File: config.mk
export PLATFORM = sky130hd
export DESIGN_NAME = prog_loader_flat
export DESIGN_NICKNAME = d
export VERILOG_FILES = /design/src/rtl/prog_loader_if.sv /design/src/rtl/prog_loader.sv /design/src/flat_wrapper.sv
export SDC_FILE = /design/constraint.sdc
export NUM_CORES = 1
export LEC_CHECK = 0
export CAP_MARGIN = 40
export CORE_ASPECT_RATIO = 0.9
export CORE_MARGIN = 8
export CORE_UTILIZATION = 56
export DETAILED_ROUTE_END_ITERATION = 16
export GPL_ROUTABILITY_DRIVEN = 0
export PLACE_DENSITY = 0.85
export SETUP_SLACK_MARGIN = 0.05
export SLEW_MARGIN = 20
export SYNTH_ARGS = -nofsm -noshare
export SYNTH_HDL_FRONTEND = slang
export SYNTH_SLANG_ARGS = --single-unit
File: constraint.sdc
create_clock -name clk -period 3.2 [get_ports clk]
set_input_delay 0.64 -clock clk [delete_from_list [all_inputs] [get_ports clk]]
set_output_delay 0.64 -clock clk [all_outputs]
set_load 0.01 [all_outputs]
File: src/rtl/prog_loader_if.sv
// Host byte stream plus instruction-memory write port of the X9 program loader.
// The loader takes the slave side; the host / memory model takes the master side.
interface prog_loader_if #(
  parameter int D = 12
);
  logic         in_valid;
  logic [7:0]   in_data;
  logic         in_ready;
  logic         im_wr_en;
  logic [D-1:0] im_addr;
  logic [8:0]   im_wr_data;

  modport master (
    output in_valid, in_data,
    input  in_ready, im_wr_en, im_addr, im_wr_data
  );

  modport slave (
    input  in_valid, in_data,
    output in_ready, im_wr_en, im_addr, im_wr_data
  );
endinterface

File: src/rtl/prog_loader.sv
// X9 program loader: packs host byte pairs into 9-bit words, writes them to
// instruction memory with the core held in reset, then runs the core and reports.
module prog_loader #(
  parameter int D       = 12,
  parameter int CW      = 16,
  parameter int TIMEOUT = 4096
) (
  input  logic          clk,
  input  logic          reset,
  input  logic          restart,
  prog_loader_if.slave  bus,
  output logic          core_reset,
  input  logic          done,
  output logic [1:0]    status,
  output logic [1:0]    err_code,
  output logic [D:0]    instr_count,
  output logic [CW-1:0] run_cycles
);

  typedef enum logic [2:0] {
    LOAD_LO,
    LOAD_HI,
    WRITE,
    RUN,
    PASS,
    ERROR
  } state_t;

  typedef enum logic [1:0] {
    ERR_NONE    = 2'd0,
    ERR_FORMAT  = 2'd1,
    ERR_OVERFLOW = 2'd2,
    ERR_TIMEOUT = 2'd3
  } err_t;

  localparam logic [CW-1:0] LP_LAST_CYCLE = CW'(TIMEOUT - 1);

  state_t        r_state;
  state_t        w_next;
  err_t          r_err;
  err_t          w_err_val;
  logic          w_set_err;
  logic          w_xfer;
  logic          w_fmt_bad;
  logic [7:0]    r_lo;
  logic          r_last;
  logic [D-1:0]  r_wptr;
  logic [D-1:0]  r_addr;
  logic [8:0]    r_wdata;
  logic          r_core_reset;
  logic [D:0]    r_count;
  logic [CW-1:0] r_cycles;

  assign bus.in_ready   = (r_state == LOAD_LO) || (r_state == LOAD_HI);
  assign bus.im_wr_en   = (r_state == WRITE);
  assign bus.im_addr    = r_addr;
  assign bus.im_wr_data = r_wdata;
  assign w_xfer         = bus.in_valid && bus.in_ready;
  assign w_fmt_bad      = |bus.in_data[6:1];

  assign core_reset  = r_core_reset;
  assign err_code    = r_err;
  assign instr_count = r_count;
  assign run_cycles  = r_cycles;

  // NOTE: every signal gets a default before the case so no path leaves one unassigned (no latch).
  always_comb begin
    w_next    = r_state;
    w_set_err = 1'b0;
    w_err_val = ERR_NONE;
    if (restart) begin
      w_next = LOAD_LO;
    end else begin
      case (r_state)
        LOAD_LO: if (w_xfer) w_next = LOAD_HI;
        LOAD_HI: begin
          if (w_xfer) begin
            if (w_fmt_bad) begin
              w_next    = ERROR;
              w_set_err = 1'b1;
              w_err_val = ERR_FORMAT;
            end else begin
              w_next = WRITE;
            end
          end
        end
        WRITE: begin
          if (r_last) begin
            w_next = RUN;
          end else if (r_wptr == '1) begin
            w_next    = ERROR;
            w_set_err = 1'b1;
            w_err_val = ERR_OVERFLOW;
          end else begin
            w_next = LOAD_LO;
          end
        end
        RUN: begin
          // done outranks a timeout landing on the same cycle
          if (done) begin
            w_next = PASS;
          end else if (r_cycles == LP_LAST_CYCLE) begin
            w_next    = ERROR;
            w_set_err = 1'b1;
            w_err_val = ERR_TIMEOUT;
          end
        end
        PASS:    w_next = PASS;
        ERROR:   w_next = ERROR;
        default: w_next = LOAD_LO;
      endcase
    end
  end

  always_comb begin
    case (r_state)
      RUN:     status = 2'b01;
      PASS:    status = 2'b10;
      ERROR:   status = 2'b11;
      default: status = 2'b00;
    endcase
  end

  // NOTE: sequential state uses non-blocking assignments so all flops update together at the edge.
  always_ff @(posedge clk or negedge reset) begin
    if (!reset) r_state <= LOAD_LO;
    else        r_state <= w_next;
  end

  always_ff @(posedge clk or negedge reset) begin
    if (!reset) begin
      r_lo         <= '0;
      r_last       <= 1'b0;
      r_wptr       <= '0;
      r_addr       <= '0;
      r_wdata      <= '0;
      r_core_reset <= 1'b1;
      r_err        <= ERR_NONE;
      r_count      <= '0;
      r_cycles     <= '0;
    end else begin
      // Registered from next state so the core leaves reset on the first RUN cycle.
      r_core_reset <= (w_next != RUN);
      if (restart) begin
        r_wptr   <= '0;
        r_count  <= '0;
        r_cycles <= '0;
        r_err    <= ERR_NONE;
      end else begin
        if (w_set_err) r_err <= w_err_val;
        if (r_state == LOAD_LO && w_xfer) r_lo <= bus.in_data;
        if (r_state == LOAD_HI && w_xfer && !w_fmt_bad) begin
          r_addr  <= r_wptr;
          r_wdata <= {bus.in_data[0], r_lo};
          r_last  <= bus.in_data[7];
        end
        if (r_state == WRITE) begin
          r_wptr  <= r_wptr + 1'b1;
          r_count <= r_count + 1'b1;
        end
        // The timeout cycle itself is not counted; the done cycle is.
        if (r_state == RUN && w_next != ERROR) r_cycles <= r_cycles + 1'b1;
      end
    end
  end

endmodule

File: src/flat_wrapper.sv
// flat-port wrapper written by rule: the top's interface ports become plain ports
module prog_loader_flat 
#(
  parameter int D       = 12,
  parameter int CW      = 16,
  parameter int TIMEOUT = 4096
)
  (clk, reset, restart, core_reset, done, status, err_code, instr_count, run_cycles, bus_in_valid, bus_in_data, bus_in_ready, bus_im_wr_en, bus_im_addr, bus_im_wr_data);
  prog_loader_if #(.D(D)) bus_i ();
  input  logic clk;
  input  logic reset;
  input  logic restart;
  output logic core_reset;
  input  logic done;
  output logic [1:0] status;
  output logic [1:0] err_code;
  output logic [D:0] instr_count;
  output logic [CW-1:0] run_cycles;
  input wire logic [$bits(bus_i.in_valid)-1:0] bus_in_valid;
  input wire logic [$bits(bus_i.in_data)-1:0] bus_in_data;
  output wire logic [$bits(bus_i.in_ready)-1:0] bus_in_ready;
  output wire logic [$bits(bus_i.im_wr_en)-1:0] bus_im_wr_en;
  output wire logic [$bits(bus_i.im_addr)-1:0] bus_im_addr;
  output wire logic [$bits(bus_i.im_wr_data)-1:0] bus_im_wr_data;
  assign bus_i.in_valid = bus_in_valid;
  assign bus_i.in_data = bus_in_data;
  assign bus_in_ready = bus_i.in_ready;
  assign bus_im_wr_en = bus_i.im_wr_en;
  assign bus_im_addr = bus_i.im_addr;
  assign bus_im_wr_data = bus_i.im_wr_data;
  prog_loader #(.D(D), .CW(CW), .TIMEOUT(TIMEOUT)) u_core (.clk(clk), .reset(reset), .restart(restart), .bus(bus_i), .core_reset(core_reset), .done(done), .status(status), .err_code(err_code), .instr_count(instr_count), .run_cycles(run_cycles));
endmodule
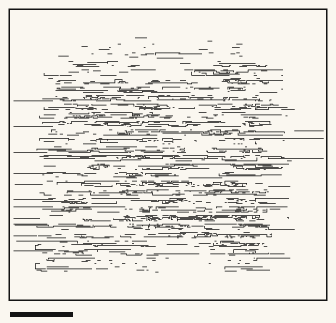
(met1 routing)
Scale bar: 20 µm.
- share of all routed wire: 42%
- longest straight run: 22.1 µm
- nets with wire on the layer: 373
- main direction: horizontal
overall via count from detail_route: 2,796
total wire length: 8.18 mm

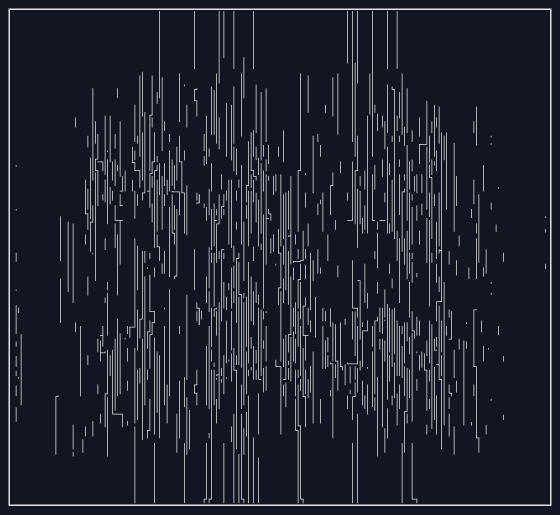
(signal wires on met2)
- main direction: vertical
- longest straight run: 31.4 µm
- wire length on this layer: 4,050 µm
GR Layer Usage met2: 31.0%

==> flow_metrics.tcl <==
# metrics dict for downstream scripts
set metrics [dict create \
    cts_tree "yes" \
    crit_start_category "register" \
    floorplan.core_util_pct 58.4 \
    ys_seq_share_pct 53.7 \
    final.setup_skew_ps 6.81 \
    grt_overflow 0 \
    port_buffers 69 \
    cts_hold_buf 0 \
    floorplan.io_pins 70 \
    report.final.hold_viol_count 0 \
    critical_path_cell_by_cell "or3b_1 > inv_2 > clkdlybuf4s50_1" \
    worst_slew_margin_rel_pct 60.0 \
    cts_root_buf "sky130_fd_sc_hd__clkbuf_8" \
    die_w_um 100 \
    status "complete, no violations" \
    tritoncts_num_sinks 77 \
    net-switching-power_w 0.000433 \
    grt_max_degree 46 \
    power_frac_seq_pct 50.4 \
    capturing_instance_or_port_of_the_critical_path "bus_im_wr_en" \
    tool_warnings 26 \
    groute.usage.overall_pct 18.4 \
    power.static_leakage_nw 1.99 \
    crit_slowest_cell "sky130_fd_sc_hd__clkdlybuf4s50_1" \
    floorplan.core_area_um2 6150 \
    fa_ha_area_share_pct 1.05 \
    power.density_cell_area_nw_per_um2 443 \
    layout.area.comb_um2 1570 \
    synthTopCellsByArea "sky130_fd_sc_hd__dfrtp_1 53%, sky130_fd_sc_hd__mux2_2 9.1%, sky130_fd_sc_hd__xor2_1 6.1%, sky130_fd_sc_hd__nor2_1 5.7%, sky130_fd_sc_hd__xnor2_1 2.9%" \
    worst-endpoint-required_ps 2560 \
    cts_resized 0 \
    ys_sh_mux_pct 9.65 \
    synth.lib_cells_used.distinct 46 \
    global_route_wire_length_before_repair_mm 13.6 \
    drc_errors 0 \
    critPathMaxStageDelay_ps 590 \
    post_synth_instance_area_um2 3590 \
    layout.area.seq_um2 1930 \
    drt-wirelength-per-cell_um 16.6 \
    standard_cell_rows 27 \
    synth.largest_area_cell "sky130_fd_sc_hd__dfrtp_1" \
    post-synth-top-count-cell "sky130_fd_sc_hd__dfrtp_1" \
    totalPowerFinal_w 0.00204 \
    grt_antenna_before_repair 0 \
    worstSkewPairLatency_ps 350 \
    asyncSetResetFlopFracSynth_pct 100 \
    timing.critical_path.fanout_max 10 \
    worst-r2r-cell-count 7 \
    p_clk_share_pct 43.3 \
    drtIter0Drc 102 \
    final-setup-viol-count 0 \
    setup.worst_path.class "reg2out" \
    internal_power_contribution_w 0.00161 \
    yosys_most_used_dff "sky130_fd_sc_hd__dfrtp_1" \
    post_route_minimum_period_ps 2860 \
    synthesis.area_per_instance_um2 10.8 \
    synth_flops 77 \
    antenna_cells_inserted 0 \
    cts_max_path_buffers 2 \
    synth_simple_gate_area_share_pct 18.0 \
    finalInstanceArea_um2 4610 \
    ant_nets 0 \
    r2r_setup_slack_ps 800 \
    top_area_share_pct 53.0 \
    numCtsBuffers 9 \
    grt_pass1_vias 2875 \
    final_cell_mix "76 x sky130_fd_sc_hd__dfrtp_1, 68 x sky130_fd_sc_hd__clkdlybuf4s50_1, 54 x sky130_fd_sc_hd__nor2_1" \
    crit-reg2reg-launch "u_core.r_wptr[0]" \
    worstSetupStartpoint "u_core.r_state[1]" \
    worst-slew-pin-transition_ps 594 \
    xor_area_share_pct 9.02 \
    die_h_um 92.0 \
    synthAoiAreaFrac_pct 6.03 \
    dpl-instance-area_um2 4370 \
    grt_setup_unrepaired "false" \
    ys_top_cells_by_count "76 x sky130_fd_sc_hd__dfrtp_1, 55 x sky130_fd_sc_hd__nor2_1, 29 x sky130_fd_sc_hd__mux2_2, 25 x sky130_fd_sc_hd__xor2_1, 19 x sky130_fd_sc_hd__nand2_1" \
    enable_flop_cells 0 \
    cts_htree_levels 3 \
    drv.max_cap_violation_count 0 \
    post_cts.repair.setup_buffers 0 \
    timing.final.max_slew_violations 0 \
    layout_worst_path_cycle_share_pct 89.4 \
    ir_worst_vdd_mv 0.335 \
    postSynthCellCount 331 \
    end_kind "primary output" \
    syn_nets 347 \
    worst_hold_path_type "in2async" \
    post_dr_vias_cell 5.66 \
    area_delta_synth_final_pct 28.4 \
    netSwitchingFraction_pct 21.2 \
    finalCoreUtilization_pct 75.0 \
    num-fill-cells 447 \
    clock.fmax_ghz 0.350 \
    top_logic_kind "simple AND/OR/NAND/NOR gates" \
    drt_pass1_iterations 4 \
    nets 418 \
    arrival_ps 2220 \
    yosys.stat.chipArea_um2 3590 \
    design.die.area_um2 9230 \
    reg2reg_to "u_core.run_cycles[0]" \
    ys_cells 331 \
    finalSetupTns_ps 0 \
    detailed_place_hpwl_mm 5.81 \
    cts.reportedPaths.clkPinSlew_ps 80 \
    drive_gt1_share_pct 14.5 \
    pwr-share-comb_pct 6.4 \
    lay_top_count "sky130_fd_sc_hd__dfrtp_1" \
]
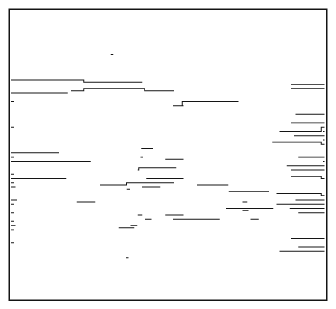
(signal wires on met3)
- wire length on this layer: 539 µm
- share of all routed wire: 6.6%
- nets with wire on the layer: 54
- main direction: horizontal
- longest straight run: 25.1 µm
met3 global-route usage: 6.42%

==> kinds of logic after synthesis <==
logic type / after synthesis
AND/OR/NAND/NOR: 130
XOR/XNOR: 37
AND-OR/OR-AND: 32
buffers and inverters: 21
adder cells (fa/ha/maj): 3
multiplexers: 31
flip-flops: 77
==> critical path, delay by kind of cell, from the launching register on <==
family	cells	cell delay [ps]
buffers and inverters	2	810
DFF	1	550
and+or+nand+nor	1	520
==> through the flow <==
step           setup WS, ps  cells  hold WS [ps]
6_report                339    494           221
5_1_grt                 257    494           253
4_1_cts                 320    494           227
3_5_place_dp            385    478           491
3_3_place_gp            455    477           482
2_1_floorplan          1030    331           344
==> state kept, by name, indices dropped and copies added (netlist names) <==
register,flops
u_core.bus.im_addr,12
u_core.bus.im_wr_data,9
u_core.core_reset,1
u_core.err_code,2
u_core.instr_count,13
u_core.r_last,1
u_core.r_lo,8
u_core.r_state,3
u_core.r_wptr,12
u_core.run_cycles,16
==> routing by layer <==
layer | GRT usage, % | share of wire [%]
met5 | 0 | 0
met3 | 6.42 | 6.6
met4 | 6.04 | 1.4
met1 | 21.3 | 42
met2 | 31.0 | 50
==> power by group through the flow <==
stage / clock network (W) / registers [W] / logic, W
after floorplan: 0 / 0.00104 / 0.0000631
after global placement: 0 / 0.00105 / 0.000124
after detailed placement: 0 / 0.00105 / 0.000131
after CTS: 0.000904 / 0.00103 / 0.000132
after global routing: 0.000939 / 0.00103 / 0.000143
final: 0.000885 / 0.00103 / 0.000130
==> layout make-up <==
class	instances	share of cell area, %
sequential	77	41.8
multi-input combinational	233	34.1
timing repair buffer	73	15.8
clock buffer	12	3.15
tap	87	2.36
clock inverter	4	2.06
inverter	8	0.651
Power and IR drop assume default switching activity.
